[config.mk]
export PLATFORM = sky130hd
export DESIGN_NAME = snn_top
export DESIGN_NICKNAME = d
export VERILOG_FILES = /design/src/rtl/snn_top.sv
export SDC_FILE = /design/constraint.sdc
export NUM_CORES = 1
export LEC_CHECK = 0
export ABC_AREA = 1
export CAP_MARGIN = 5
export CORE_MARGIN = 2
export CORE_UTILIZATION = 43
export DETAILED_ROUTE_END_ITERATION = 10
export PLACE_DENSITY_LB_ADDON = 0.1
export SLEW_MARGIN = 25
export SYNTH_ARGS = -nofsm -noshare
export SYNTH_HDL_FRONTEND = slang
export SYNTH_SLANG_ARGS = --single-unit
[constraint.sdc]
create_clock -name clock -period 5.01 [get_ports clock]
set_input_delay 1.002 -clock clock [delete_from_list [all_inputs] [get_ports clock]]
set_output_delay 1.002 -clock clock [all_outputs]
set_load 0.02 [all_outputs]
[src/rtl/snn_top.sv]
// rtl/snn_top.sv - 16-neuron LIF spiking core with show-ahead spike event FIFO
//
// snn_event_fifo: spike address queue
//   clock, reset_n            clock, asynchronous active-low reset
//   s_tvalid, s_tdata         push strobe and address
//   m_tready                  pop strobe (ignored when empty)
//   m_tvalid, m_tdata         non-empty flag and head entry (0 when empty)
//
// snn_top: neuron array plus event FIFO
//   clock                     system clock, rising edge
//   reset_n                   asynchronous active-low reset
//   snn_ren                   host pop strobe
//   snn_event                 high while the event FIFO is non-empty
//   neuron_addr_out           address of the oldest pending spike (0 when empty)

module snn_event_fifo #(
    parameter int DEPTH = 8,
    parameter int W     = 4
) (
    input  logic         clock,
    input  logic         reset_n,
    input  logic         s_tvalid,
    input  logic [W-1:0] s_tdata,
    input  logic         m_tready,
    output logic         m_tvalid,
    output logic [W-1:0] m_tdata
);
    localparam int AW = $clog2(DEPTH);

    logic [W-1:0]  mem [DEPTH];
    logic [AW-1:0] wr_ptr;
    logic [AW-1:0] rd_ptr;
    logic [AW:0]   count;
    logic          empty;
    logic          full;
    logic          do_pop;
    logic          do_push;

    assign empty   = (count == '0);
    assign full    = (count == (AW+1)'(DEPTH));
    assign do_pop  = m_tready && !empty;
    // A pop in the same cycle frees a slot, so a push into a full queue
    // is accepted only when the head leaves at the same edge.
    assign do_push = s_tvalid && (!full || do_pop);

    always_ff @(posedge clock or negedge reset_n) begin
        if (!reset_n) begin
            wr_ptr <= '0;
            rd_ptr <= '0;
            count  <= '0;
        end else begin
            if (do_push) begin
                wr_ptr <= wr_ptr + AW'(1);
            end
            if (do_pop) begin
                rd_ptr <= rd_ptr + AW'(1);
            end
            case ({do_push, do_pop})
                2'b10:   count <= count + (AW+1)'(1);
                2'b01:   count <= count - (AW+1)'(1);
                default: count <= count;
            endcase
        end
    end

    // Storage needs no reset: the head is masked to 0 whenever the queue is empty.
    always_ff @(posedge clock) begin
        if (do_push) begin
            mem[wr_ptr] <= s_tdata;
        end
    end

    assign m_tvalid = !empty;
    assign m_tdata  = empty ? '0 : mem[rd_ptr];
endmodule

module snn_top #(
    parameter int V_WIDTH    = 16,
    parameter int THRESHOLD  = 256,
    parameter int LEAK_SHIFT = 6,
    parameter int FIFO_DEPTH = 8
) (
    input  logic       clock,
    input  logic       reset_n,
    input  logic       snn_ren,
    output logic       snn_event,
    output logic [3:0] neuron_addr_out
);
    localparam int N = 16;

    logic [V_WIDTH-1:0] v_mem [N];
    logic [3:0]         ptr;
    logic [V_WIDTH-1:0] v_cur;
    logic [V_WIDTH-1:0] leak;
    logic [V_WIDTH-1:0] v_leaked;
    logic [V_WIDTH:0]   bias;
    logic [V_WIDTH:0]   sum;
    logic [V_WIDTH-1:0] v_next;
    logic               spike;

    always_comb begin
        v_cur    = v_mem[ptr];
        // A zero shift would otherwise subtract the whole potential.
        leak     = (LEAK_SHIFT == 0) ? '0 : (v_cur >> LEAK_SHIFT);
        v_leaked = v_cur - leak;
        // Neuron i carries a hard-wired bias of i+1.
        bias     = (V_WIDTH+1)'(ptr) + (V_WIDTH+1)'(1);
        sum      = {1'b0, v_leaked} + bias;
        v_next   = sum[V_WIDTH] ? '1 : sum[V_WIDTH-1:0];
        spike    = (32'(v_next) >= THRESHOLD);
    end

    always_ff @(posedge clock or negedge reset_n) begin
        if (!reset_n) begin
            ptr <= '0;
            for (int i = 0; i < N; i++) begin
                v_mem[i] <= '0;
            end
        end else begin
            ptr        <= ptr + 4'd1;
            // Firing discards any excess above threshold, even if the
            // event itself is dropped by a full queue.
            v_mem[ptr] <= spike ? '0 : v_next;
        end
    end

    snn_event_fifo #(
        .DEPTH (FIFO_DEPTH),
        .W     (4)
    ) u_event_fifo (
        .clock    (clock),
        .reset_n  (reset_n),
        .s_tvalid (spike),
        .s_tdata  (ptr),
        .m_tready (snn_ren),
        .m_tvalid (snn_event),
        .m_tdata  (neuron_addr_out)
    );
endmodule

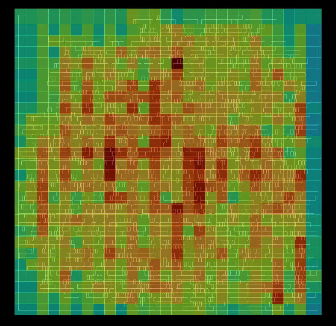
(congestion heat map)
average wire per standard cell: 17.13 um
met3 Resource Use GR: 3.502%
GR peak layer: met2

==> impl_metrics.yaml <==
# implementation run metrics
outcome:
  outcome: "complete, no violations"
synthesis:
  ys_sh_simple_pct: 20.14
  synthArstFlopShare_pct: 89.40
  edf_count: 32
  synthMuxAreaShare_pct: 2.274
  seq_area_frac_synth_pct: 52.53
  flop_cell: "dfrtp_1"
  synth_flops: 302
  synth_xor_xnor_area_share_pct: 0.6558
  ys_types: 45
  yosysTopAreaCell: "dfrtp_1"
  topCellsByArea: "dfrtp_1 46%, nand2_1 11%, inv_1 6.7%"
finish:
  fin_nets: 1888
  drive_gt1_share_pct: 13.88
  mostFrequentLayoutCell: "nand2_1"
  flops: 302
  diodes: 0
  clockBufferCount: 45
  buffers_excl_clock: 107
setup_path:
  crit_arrival_ns: 5.25
  cpMostUsedCell: "nand2_1"
  worstPathRequired_ns: 5.41
  cpMaxStageDelayCell: "dfrtp_4"
  critPathKind: "register to register"
final_timing:
  rsz0062_at_grt: "yes"
  setup_ws_ns: 0.1531
  final_hold_viol_count: 0
  worst_hold_slack_ns: 0.4366
  worst_pin_slew_ns: 1.014
floorplanning:
  die.size.y_um: 188.8
  initCoreUtil_pct: 43.70
clock_network:
  hold_buffers: 0
  cts_buffers: 35
power:
  seqPwrFrac_pct: 47.0
  powerClk_mw: 2.45
placement:
  dp_slack_ns: -0.1392
  finalWeightedCongestion: 0.8842
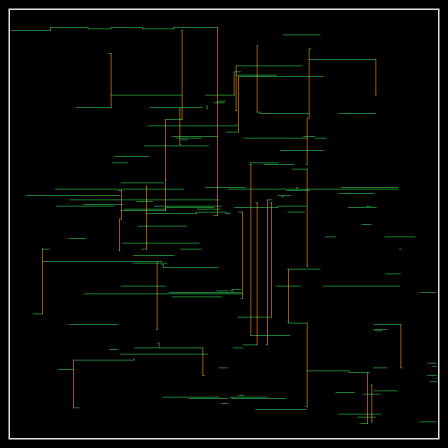
(routed metal, one colour a layer)
Only two layers are drawn.
legend:
  met4:
    colour: orange
    wire_length: 951 um
  met3:
    colour: green
    wire_length: 2050 um
Routed WL: 40000 um
via count: 11770
Total GRT Usage: 22.57%

==> how the worst min path moves through the flow <==
stage                     from                      to  slack, ns  depth (start not counted)
finish                 reset_n  u_event_fifo.rd_ptr[2]       0.44                          1
global route          v_mem[8]                v_mem[8]       0.48                          2
CTS                  v_mem[62]               v_mem[62]       0.46                          2
detailed placement  v_mem[111]              v_mem[111]       0.45                          2
global placement     v_mem[89]               v_mem[89]       0.44                          2
floorplan           v_mem[152]              v_mem[152]       0.43                          2
==> per-layer routing <==
layer / wire length [um] / up-vias
met5: 0 / -
met3: 2049 / 66
met4: 951 / 0
met2: 17880 / 254
li1: - / 5805
met1: 19120 / 5648
==> synth_stat cells (2+ instances only) <==
master and instances:
nand2_1 424, buf_4 3, buf_6 6, a21oi_1 125, nand3_1 55, a2111o_1 4
nand4_1 13, edfxtp_1 32, nor2_2 7, dfrtp_1 270, a31oi_1 5, fa_1 2
xor2_1 9, ha_1 21, nor2_1 211, mux2_2 3, o21a_1 30, buf_2 12
mux2i_1 30, nor2_4 2, o21ai_0 126, o211ai_1 2, inv_1 263, clkinv_1 4
or2_2 2, nand2_2 6, o22ai_1 23, xnor2_1 2, o21ai_1 20, inv_2 12
clkbuf_1 60, nand3_2 2, buf_1 4
==> sequential cells by signal (all words and copies together), names as in the netlist <==
signal / count
u_event_fifo.count: 4
v_mem: 256
u_event_fifo.wr_ptr: 3
ptr: 4
u_event_fifo.mem: 32
u_event_fifo.rd_ptr: 3
==> repair_timing <==
item / 4_1_cts / 5_1_grt
buffers inserted: 0 / 17
gates resized: 14 / 88
pin swaps: 1 / 33
gates cloned: 0 / 4
setup endpoints to repair: 152 / 167
Power and IR drop assume default switching activity.
